===== src/rtl/rcv_shift_ctrl_if.sv =====
// Bus bundle between the receive controller, its shift register and the word consumer.
interface rcv_shift_ctrl_if #(
    parameter int unsigned NUM_BITS = 8
);
    logic                serial_in;
    logic [NUM_BITS-1:0] sr_data;
    logic                data_read;
    logic                sr_serial_in;
    logic                shift_enable;
    logic [NUM_BITS-1:0] rx_data;
    logic                data_ready;
    logic                framing_error;
    logic                overrun_error;

    // Environment side: drives the line, the shift register contents and the read ack.
    modport master (
        output serial_in, sr_data, data_read,
        input  sr_serial_in, shift_enable, rx_data, data_ready, framing_error, overrun_error
    );

    // Controller side.
    modport slave (
        input  serial_in, sr_data, data_read,
        output sr_serial_in, shift_enable, rx_data, data_ready, framing_error, overrun_error
    );
endinterface


===== src/rtl/rcv_shift_ctrl.sv =====
// Start/stop-framed serial receive controller driving an external LSB-first shift register.
module rcv_shift_ctrl #(
    parameter int unsigned NUM_BITS     = 8,
    parameter int unsigned CLKS_PER_BIT = 10
) (
    input  logic           clk,
    input  logic           n_rst,
    rcv_shift_ctrl_if.slave bus
);
    localparam int unsigned TW      = $clog2(CLKS_PER_BIT);
    localparam int unsigned CW      = $clog2(NUM_BITS + 1);
    localparam int unsigned HALF_M1 = CLKS_PER_BIT / 2 - 1;
    localparam int unsigned LAST    = CLKS_PER_BIT - 1;

    localparam logic [2:0] ST_IDLE  = 3'd0;
    localparam logic [2:0] ST_START = 3'd1;
    localparam logic [2:0] ST_DATA  = 3'd2;
    localparam logic [2:0] ST_STOP  = 3'd3;
    localparam logic [2:0] ST_LOAD  = 3'd4;

    logic [2:0]          r_state;
    logic [TW-1:0]       r_timer;
    logic [CW-1:0]       r_cnt;
    logic                r_sync1;
    logic                r_sync2;
    logic                r_prev;
    logic                r_shift;
    logic [NUM_BITS-1:0] r_rx;
    logic                r_ready;
    logic                r_ferr;
    logic                r_ovr;

    logic [2:0]          w_state_next;
    logic [TW-1:0]       w_timer_next;
    logic [CW-1:0]       w_cnt_next;
    logic                w_shift_next;
    logic                w_ferr_set;
    logic                w_ferr_clr;
    logic                w_load;

    // Line synchronizer plus one extra stage for falling-edge detection.
    always_ff @(posedge clk) begin
        if (!n_rst) begin
            r_sync1 <= 1'b1;
            r_sync2 <= 1'b1;
            r_prev  <= 1'b1;
        end else begin
            r_sync1 <= bus.serial_in;
            r_sync2 <= r_sync1;
            r_prev  <= r_sync2;
        end
    end

    // State, bit timer and bit counter registers.
    always_ff @(posedge clk) begin
        if (!n_rst) begin
            r_state <= ST_IDLE;
            r_timer <= '0;
            r_cnt   <= '0;
            r_shift <= 1'b0;
        end else begin
            r_state <= w_state_next;
            r_timer <= w_timer_next;
            r_cnt   <= w_cnt_next;
            r_shift <= w_shift_next;
        end
    end

    // Next-state logic; the shift strobe is registered one timer tick early so it is high on the last tick.
    always_comb begin
        w_state_next = r_state;
        w_timer_next = r_timer;
        w_cnt_next   = r_cnt;
        w_ferr_set   = 1'b0;
        w_ferr_clr   = 1'b0;
        w_load       = 1'b0;
        w_shift_next = (r_state == ST_DATA) && (r_timer == TW'(LAST - 1));
        case (r_state)
            ST_IDLE: begin
                if (r_prev && !r_sync2) begin
                    w_state_next = ST_START;
                    w_timer_next = '0;
                    w_ferr_clr   = 1'b1;
                end
            end
            ST_START: begin
                if (r_timer == TW'(HALF_M1)) begin
                    if (r_sync2) begin
                        w_state_next = ST_IDLE;
                    end else begin
                        w_state_next = ST_DATA;
                        w_timer_next = '0;
                        w_cnt_next   = '0;
                    end
                end else begin
                    w_timer_next = r_timer + TW'(1);
                end
            end
            ST_DATA: begin
                if (r_timer == TW'(LAST)) begin
                    w_timer_next = '0;
                    w_cnt_next   = r_cnt + CW'(1);
                    if (r_cnt == CW'(NUM_BITS - 1)) begin
                        w_state_next = ST_STOP;
                    end
                end else begin
                    w_timer_next = r_timer + TW'(1);
                end
            end
            ST_STOP: begin
                if (r_timer == TW'(LAST)) begin
                    w_timer_next = '0;
                    if (r_sync2) begin
                        w_state_next = ST_LOAD;
                    end else begin
                        w_state_next = ST_IDLE;
                        w_ferr_set   = 1'b1;
                    end
                end else begin
                    w_timer_next = r_timer + TW'(1);
                end
            end
            ST_LOAD: begin
                w_load       = 1'b1;
                w_state_next = ST_IDLE;
            end
            default: begin
                w_state_next = ST_IDLE;
                w_timer_next = '0;
                w_cnt_next   = '0;
            end
        endcase
    end

    // Received word buffer with ready/overrun handshake; a read in the load cycle acknowledges the old word.
    always_ff @(posedge clk) begin
        if (!n_rst) begin
            r_rx    <= '1;
            r_ready <= 1'b0;
            r_ovr   <= 1'b0;
        end else if (w_load) begin
            r_rx    <= bus.sr_data;
            r_ready <= 1'b1;
            if (bus.data_read) begin
                r_ovr <= 1'b0;
            end else if (r_ready) begin
                r_ovr <= 1'b1;
            end
        end else if (bus.data_read) begin
            r_ready <= 1'b0;
            r_ovr   <= 1'b0;
        end
    end

    // Framing error flag: set on a bad stop bit, cleared by the next start edge.
    always_ff @(posedge clk) begin
        if (!n_rst) begin
            r_ferr <= 1'b0;
        end else if (w_ferr_clr) begin
            r_ferr <= 1'b0;
        end else if (w_ferr_set) begin
            r_ferr <= 1'b1;
        end
    end

    assign bus.sr_serial_in  = r_sync2;
    assign bus.shift_enable  = r_shift;
    assign bus.rx_data       = r_rx;
    assign bus.data_ready    = r_ready;
    assign bus.framing_error = r_ferr;
    assign bus.overrun_error = r_ovr;
endmodule


===== src/flat_wrapper.sv =====
// flat-port wrapper written by rule: the top's interface ports become plain ports
module rcv_shift_ctrl_flat 
#(
    parameter int unsigned NUM_BITS     = 8,
    parameter int unsigned CLKS_PER_BIT = 10
)
  (clk, n_rst, bus_serial_in, bus_sr_data, bus_data_read, bus_sr_serial_in, bus_shift_enable, bus_rx_data, bus_data_ready, bus_framing_error, bus_overrun_error);
  rcv_shift_ctrl_if #(.NUM_BITS(NUM_BITS)) bus_i ();
  input  logic clk;
  input  logic n_rst;
  input wire logic [$bits(bus_i.serial_in)-1:0] bus_serial_in;
  input wire logic [$bits(bus_i.sr_data)-1:0] bus_sr_data;
  input wire logic [$bits(bus_i.data_read)-1:0] bus_data_read;
  output wire logic [$bits(bus_i.sr_serial_in)-1:0] bus_sr_serial_in;
  output wire logic [$bits(bus_i.shift_enable)-1:0] bus_shift_enable;
  output wire logic [$bits(bus_i.rx_data)-1:0] bus_rx_data;
  output wire logic [$bits(bus_i.data_ready)-1:0] bus_data_ready;
  output wire logic [$bits(bus_i.framing_error)-1:0] bus_framing_error;
  output wire logic [$bits(bus_i.overrun_error)-1:0] bus_overrun_error;
  assign bus_i.serial_in = bus_serial_in;
  assign bus_i.sr_data = bus_sr_data;
  assign bus_i.data_read = bus_data_read;
  assign bus_sr_serial_in = bus_i.sr_serial_in;
  assign bus_shift_enable = bus_i.shift_enable;
  assign bus_rx_data = bus_i.rx_data;
  assign bus_data_ready = bus_i.data_ready;
  assign bus_framing_error = bus_i.framing_error;
  assign bus_overrun_error = bus_i.overrun_error;
  rcv_shift_ctrl #(.NUM_BITS(NUM_BITS), .CLKS_PER_BIT(CLKS_PER_BIT)) u_core (.clk(clk), .n_rst(n_rst), .bus(bus_i));
endmodule

===== config.mk =====
export PLATFORM = sky130hd
export DESIGN_NAME = rcv_shift_ctrl_flat
export DESIGN_NICKNAME = d
export VERILOG_FILES = /design/src/rtl/rcv_shift_ctrl_if.sv /design/src/rtl/rcv_shift_ctrl.sv /design/src/flat_wrapper.sv
export SDC_FILE = /design/constraint.sdc
export NUM_CORES = 1
export LEC_CHECK = 0
export ABC_AREA = 1
export CAP_MARGIN = 5
export CORE_ASPECT_RATIO = 0.7
export CORE_MARGIN = 2
export CORE_UTILIZATION = 45
export CTS_BUF_LIST = sky130_fd_sc_hd__clkbuf_8
export CTS_CLUSTER_DIAMETER = 80
export DETAILED_ROUTE_END_ITERATION = 10
export PLACE_DENSITY = 0.72
export SYNTH_ARGS = -nofsm -noshare
export SYNTH_HDL_FRONTEND = slang
export SYNTH_SLANG_ARGS = --single-unit

===== constraint.sdc =====
create_clock -name clk -period 1.6 [get_ports clk]
set_input_delay 0.24 -clock clk [delete_from_list [all_inputs] [get_ports clk]]
set_output_delay 0.24 -clock clk [all_outputs]
set_load 0.01 [all_outputs]

run_1/met1.png
The bar under the picture is 20 um long. Supply wires on this layer in gray.
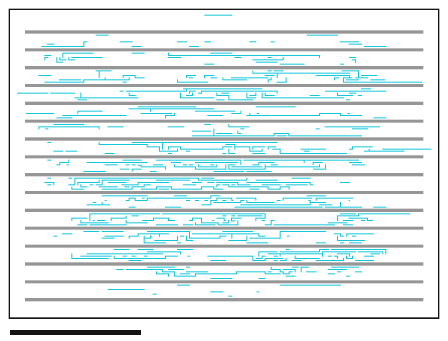
wire length on this layer = 1,360 um
longest straight run = 23.0 um
nets with wire on the layer = 192
share of all routed wire = 51%
main direction = horizontal

run_1/met2.png
Cells faint in the background.
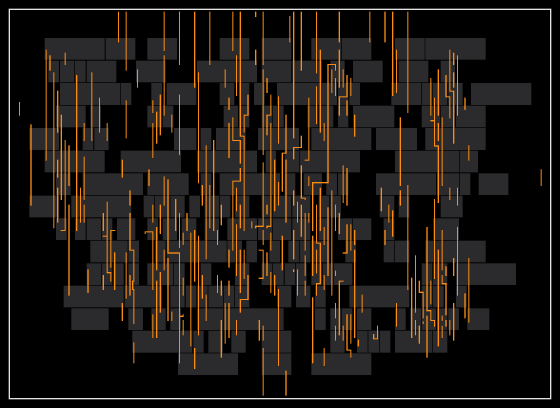
share of all routed wire = 45%
main direction = vertical

run_1/met3.png
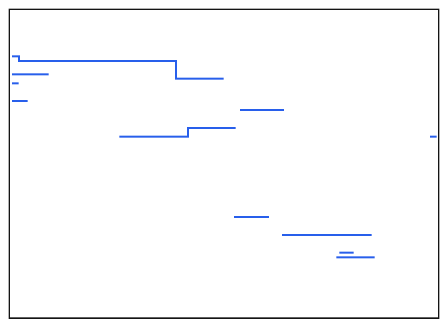
nets with wire on the layer = 10
wire length on this layer = 95.2 um
longest straight run = 23.9 um
share of all routed wire = 3.6%

run_1/final_congestion.png
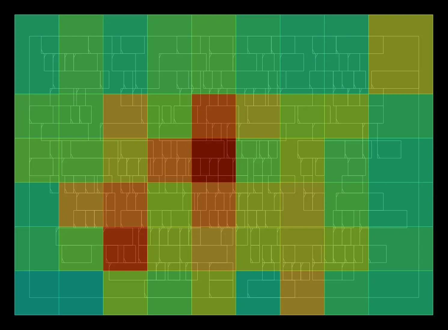
routed length per placed instance: 11.6 um
fin util: 61.8%
all-layer global routing usage: 18.6%
global routing usage on met1: 26.0%

==> changes_impl.md, run 1 <==
### Metrics

- Yosys aoi share: 6.78%
- CP bufs+invs: 1
- Hold Crit Start: u_core.r_sync1
- Post-CTS sizing: 0
- Placed cell count: 224
- GRT busiest layer: met2
- Cts bufs inserted: 3
- Final HPWL DP: 2.02 mm
- Post-Layout Cell Count: 228
- N_diodes: 0
- FP Core Util: 47.7%
- Syn Inst Count: 166
- 1st-iter DRT viols: 50
- Cycle use final: 92.1%
- Clock Latency Late Sink: 0.26 ns
- First-pass GRT wire length: 4.28 mm
- CP delay by family, top: buffers and inverters
- Worst-path fanout max: 7
- Pins Over Slew Limit: 0
- Dpl cell area: 1470 um2
- Via Count: 1,126
- Critical path startpoint category: register
- Min Hold Slack: 0.424 ns
- Clk power: 0.000413 W
- Final worst slack: 0.127 ns
- Rel. slew slack: 79.4%
- Syn_nets: 182
- FFs w/ async S/R, synth: 0%
- Number of synthesized flops with an enable pin: 0
- Postcts setup bufs: 0
- Total Routed Length: 2.64 mm
- Post-Syn Area: 1180 um2
- Biggest area cells: dfxtp_1 (44%), nand2_1 (15%), nand3_1 (9.3%), inv_1 (4.8%), a21oi_1 (4.7%)
- Status: finished, final reports clean
- Comb. pwr: 0.000205 W
- Hold Path End: u_core.bus.sr_serial_in
- Clk buf depth: 2
- R2R setup slack: 0.20 ns
- Vias per Instance: 4.94
- Clk pwr share: 31.8%
- Yosys chip area: 1180 um2
- Initial antenna violation count: 0
- Crit-path cells: clkdlybuf4s50_1
- Skew final: 0.00152 ns
- RR Startpoint: u_core.r_timer[0]
- Worst-margin pin slew: 0.307 ns
- Core area: 2480 um2
- Highest routed layer: met3
- Max reg flops: 8
- GR Overflow Total: 0
- Final hold violation count: 0
- Routing usage on met2: 29.8%
- Top logic family: simple AND/OR/NAND/NOR gates
- Adder and majority cell fraction of the synthesized area: 4.24%
- Maximum VDD drop: 0.680 mV
- Top-area cell share: 44.1%
- Max_cap viols: 0
- CP peak stage delay: 0.56 ns
- Die Area: 3060 um2
- DIE HEIGHT: 46.9 um
- Pwr Density: 848 nW/um2
- Hold Crit Class: register to register
- Arr. time, crit path: 1.23 ns
- Synth Warn #: 0
- Synth area leader: dfxtp_1
- Detail Route Antenna Nets: 0
- Switching Power: 0.000335 W
- Flop pwr share: 52.4%
- # nets final: 211
- Crit. Startpoint: u_core.bus.sr_serial_in
- Met3 wire len: 95 um
- WP depth: 1
- Cell count of the worst hold path: 1
- Total power draw: 0.00130 W
- Crit path max-delay cell type: clkdlybuf4s50_1
- Met3 usage: 5.76%
- DRC: 0
- Tmin final: 1.47 ns
- Gpl congestion: 0.899
- Sequential power: 0.000680 W
- Die width: 65.2 um
- Unique cell types: 18
- H-tree Lvls: 1
- Mux area share: 0%
- Post-synth regs: 26
- Clock transition at path regs: 0.08 ns
- CTS tree: built
- Number of setup violations in the final report: 0
- Drt pass-1 iters: 4
- Area growth syn-to-layout: 29.6%
- Post-route cell area: 1530 um2
- Top power group: sequential cells
- Wl on met1: 1.36 mm
- R2R cell count: 8
- DP Worst Slack: 0.227 ns
- Most common reg cell: dfxtp_1
- Most frequent logic cell in the layout: nand2_1
- Leakage: 0.655 nW
- Vias in the first global route: 968
- Row cnt: 15
- Simple share: 36.5%
run 1: cell usage after synthesis (2+ instances only):
| master | count |
|---|---|
| nor2_1 | 12 |
| nor2_2 | 4 |
| nand4_1 | 4 |
| inv_1 | 15 |
| a21oi_1 | 11 |
| nand3_1 | 22 |
| o21ai_0 | 5 |
| or2_2 | 2 |
| nand2_1 | 48 |
| xor2_1 | 3 |
| clkbuf_1 | 2 |
| ha_1 | 4 |
| dfxtp_1 | 26 |
| nor3_1 | 4 |
run 1: area by class of cell:
type	instances	area, um2	area share [%]
Clock buffer	4	55.1	3.60
Sequential cell	26	522	34.1
Multi-Input combinational cell	121	588	38.4
Inverter	16	60.1	3.92
Timing Repair Buffer	27	263	17.2
Tap cell	34	42.5	2.78
==> run 2, diff against run 1 <==
--- a/config.mk
+++ b/config.mk
@@ -7,7 +7,7 @@
 export LEC_CHECK = 0
 export ABC_AREA = 1
 export CAP_MARGIN = 5
-export CORE_ASPECT_RATIO = 0.7
+export CORE_ASPECT_RATIO = 0.8
 export CORE_MARGIN = 2
 export CORE_UTILIZATION = 45
 export CTS_BUF_LIST = sky130_fd_sc_hd__clkbuf_8
==> changes_impl.md, run 2 <==
### Metrics

- Synth area leader: dfxtp_1 (unchanged)
- Yosys aoi share: 6.78% (unchanged)
- GRT busiest layer: met2 (unchanged)
- N_diodes: 0 (unchanged)
- Gpl congestion: 0.904 (was 0.899)
- Final worst slack: 0.0365 ns (was 0.127 ns)
- Detail Route Antenna Nets: 0 (unchanged)
- Crit end category: output pin (unchanged)
- Worst-margin pin slew: 0.467 ns (was 0.307 ns)
- Met3 wire len: 139 um (was 95 um)
- Die width: 61.3 um (was 65.2 um)
- Seq/Total Area, Yosys: 44.1% (unchanged)
- Total power draw: 0.00129 W (was 0.00130 W)
- Drt pass-1 iters: 4 (unchanged)
- Final HPWL DP: 2.07 mm (was 2.02 mm)
- Hold Crit Class: register to register (unchanged)
- Comb. pwr: 0.000204 W (was 0.000205 W)
- Arr. time, crit path: 1.32 ns (was 1.23 ns)
- Biggest area cells: dfxtp_1 (44%), nand2_1 (15%), nand3_1 (9.3%), inv_1 (4.8%), a21oi_1 (4.7%) (unchanged)
- Number of setup violations in the final report: 0 (unchanged)
- Top logic family: simple AND/OR/NAND/NOR gates (unchanged)
- Adder and majority cell fraction of the synthesized area: 4.24% (unchanged)
- Tmin final: 1.56 ns (was 1.47 ns)
- Maximum VDD drop: 0.705 mV (was 0.680 mV)
- Row cnt: 16 (was 15)
- Post-synth top cells: nand2_1 (48), dfxtp_1 (26), nand3_1 (22), inv_1 (15), nor2_1 (12) (unchanged)
- Max_cap viols: 0 (unchanged)
- Dpl cell area: 1480 um2 (was 1470 um2)
- Clk buf depth: 2 (unchanged)
- Post-route cell area: 1530 um2 (about the same)
- Top-area cell share: 44.1% (unchanged)
- R2R cell count: 7 (was 8)
- Top power group: sequential cells (unchanged)
- CP delay by family, top: buffers and inverters (unchanged)
- Placed cell count: 226 (was 224)
- Clock transition at path regs: 0.08 ns (about the same)
- Die Area: 3050 um2 (was 3060 um2)
- Crit-path cells: clkdlybuf4s50_1 (unchanged)
- DIE HEIGHT: 49.8 um (was 46.9 um)
- Global routing usage on met1: 28.0% (was 26.0%)
- FP Core Util: 48.0% (was 47.7%)
- Clk power: 0.000405 W (was 0.000413 W)
- Post-CTS sizing: 0 (unchanged)
- Number of synthesized flops with an enable pin: 0 (unchanged)
- First-pass GRT wire length: 4.49 mm (was 4.28 mm)
- Non-clk buf share: 17.2% (about the same)
- Cts bufs inserted: 3 (unchanged)
- Worst-path fanout max: 7 (unchanged)
- Rel. slew slack: 68.6% (was 79.4%)
- Signal inverters: 16 (unchanged)
- GR Overflow Total: 0 (unchanged)
- Unique cell types: 18 (unchanged)
- Clk tree area frac: 3.59% (was 3.60%)
- FFs w/ async S/R, synth: 0% (unchanged)
- Syn Area/Cell: 7.12 um2 (unchanged)
- WP depth: 1 (unchanged)
- Skew final: 0.00170 ns (was 0.00152 ns)
- Most frequent logic cell in the layout: nand2_1 (unchanged)
- Syn_nets: 182 (unchanged)
- Wl on met1: 1.31 mm (was 1.36 mm)
- Crit. Startpoint: u_core.bus.sr_serial_in (unchanged)
- Register Area: 520 um2 (was 522 um2)
- 1st-iter DRT viols: 60 (was 50)
- Clock Latency Late Sink: 0.26 ns (about the same)
- Syn Inst Count: 166 (unchanged)
- Post-Syn Area: 1180 um2 (unchanged)
- RR Startpoint: u_core.r_timer[0] (unchanged)
- Cycle use final: 97.7% (was 92.1%)
- Most common reg cell: dfxtp_1 (unchanged)
- R2R setup slack: 0.16 ns (was 0.20 ns)
- Critical path startpoint category: register (unchanged)
- All-layer global routing usage: 19.2% (was 18.6%)
- Flop share of the area: 34.0% (was 34.1%)
- Logic area: 588 um2 (unchanged)
- N_taps: 36 (was 34)
- Max-area cell class: combinational gates (unchanged)
- Final hold violation count: 0 (unchanged)
- DRC: 0 (unchanged)
- P_int: 0.000961 W (was 0.000962 W)
- Pins Over Slew Limit: 0 (unchanged)
- Max reg flops: 8 (unchanged)
- Signal buffers: 27 (unchanged)
- Vias in the first global route: 1,026 (was 968)
- Clk pwr share: 31.4% (was 31.8%)
- Crit path max-delay cell type: clkdlybuf4s50_1 (unchanged)
- Simple share: 36.5% (unchanged)
- CP peak stage delay: 0.59 ns (was 0.56 ns)
- Initial antenna violation count: 0 (unchanged)
- Pwr Density: 842 nW/um2 (was 848 nW/um2)
- Min Hold Slack: 0.428 ns (was 0.424 ns)
- Mux area share: 0% (unchanged)
- Multi-input logic cell count: 121 (unchanged)
- DP Worst Slack: 0.183 ns (was 0.227 ns)
- Yosys chip area: 1180 um2 (unchanged)
- Clock buffer count: 4 (unchanged)
- Fin util: 62.2% (was 61.8%)
- Comb area share: 38.4% (about the same)
- H-tree Lvls: 1 (unchanged)
- # nets final: 211 (unchanged)
- CP bufs+invs: 1 (unchanged)
- Status: finished, final reports clean (unchanged)
- Core area: 2460 um2 (was 2480 um2)
- Fmax: 640 MHz (was 679 MHz)
- Leakage: 0.655 nW (about the same)
- Flops: 26 (unchanged)
- Sequential power: 0.000680 W (about the same)
- Sw Ratio: 25.5% (was 25.9%)
- Switching Power: 0.000329 W (was 0.000335 W)
- Most frequent cell after synthesis: nand2_1 (unchanged)
- Synth Warn #: 0 (unchanged)
- Post-synth regs: 26 (unchanged)
- Postcts setup bufs: 0 (unchanged)
- Vias per Instance: 4.92 (was 4.94)
- CTS tree: built (unchanged)
- Highest routed layer: met4 (was met3)
- Post-Layout Cell Count: 230 (was 228)
- Flop pwr share: 52.7% (was 52.4%)
## run 2: cell counts in the layout (fill, tap and decap cells not counted)
Identical to the previous run, type by type.
## run 2: worst min path at each step
stage / startpoint / to / slack (ns) / cells after the start
6_report: u_core.r_sync1 / u_core.bus.sr_serial_in / 0.43 / 1
5_1_grt: u_core.r_sync1 / u_core.bus.sr_serial_in / 0.46 / 1
4_1_cts: u_core.r_sync1 / u_core.bus.sr_serial_in / 0.43 / 1
3_5_place_dp: u_core.r_sync1 / u_core.bus.sr_serial_in / 0.40 / 1
3_3_place_gp: u_core.r_sync1 / u_core.bus.sr_serial_in / 0.40 / 1
2_1_floorplan: bus_serial_in / u_core.r_sync1 / 0.35 / 1
run_2/final_congestion.png
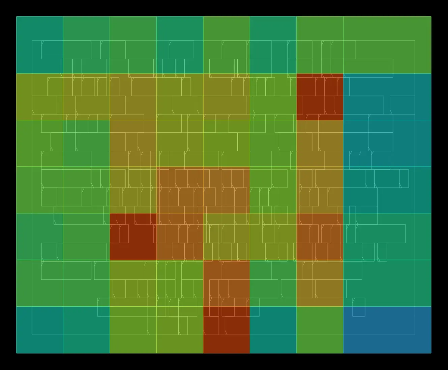
routed length per placed instance: 11.7 um
met3 usage: 4.72%

run_2/met2.png
Cells faint in the background.
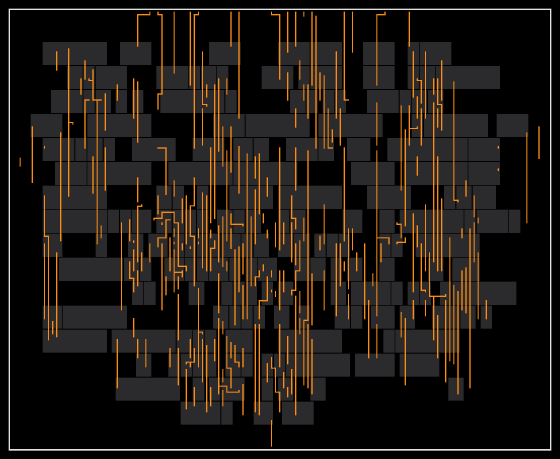
routing usage on met2: 30.0%
Total Routed Length: 2.68 mm
Via Count: 1,132

Power and IR drop assume default switching activity.
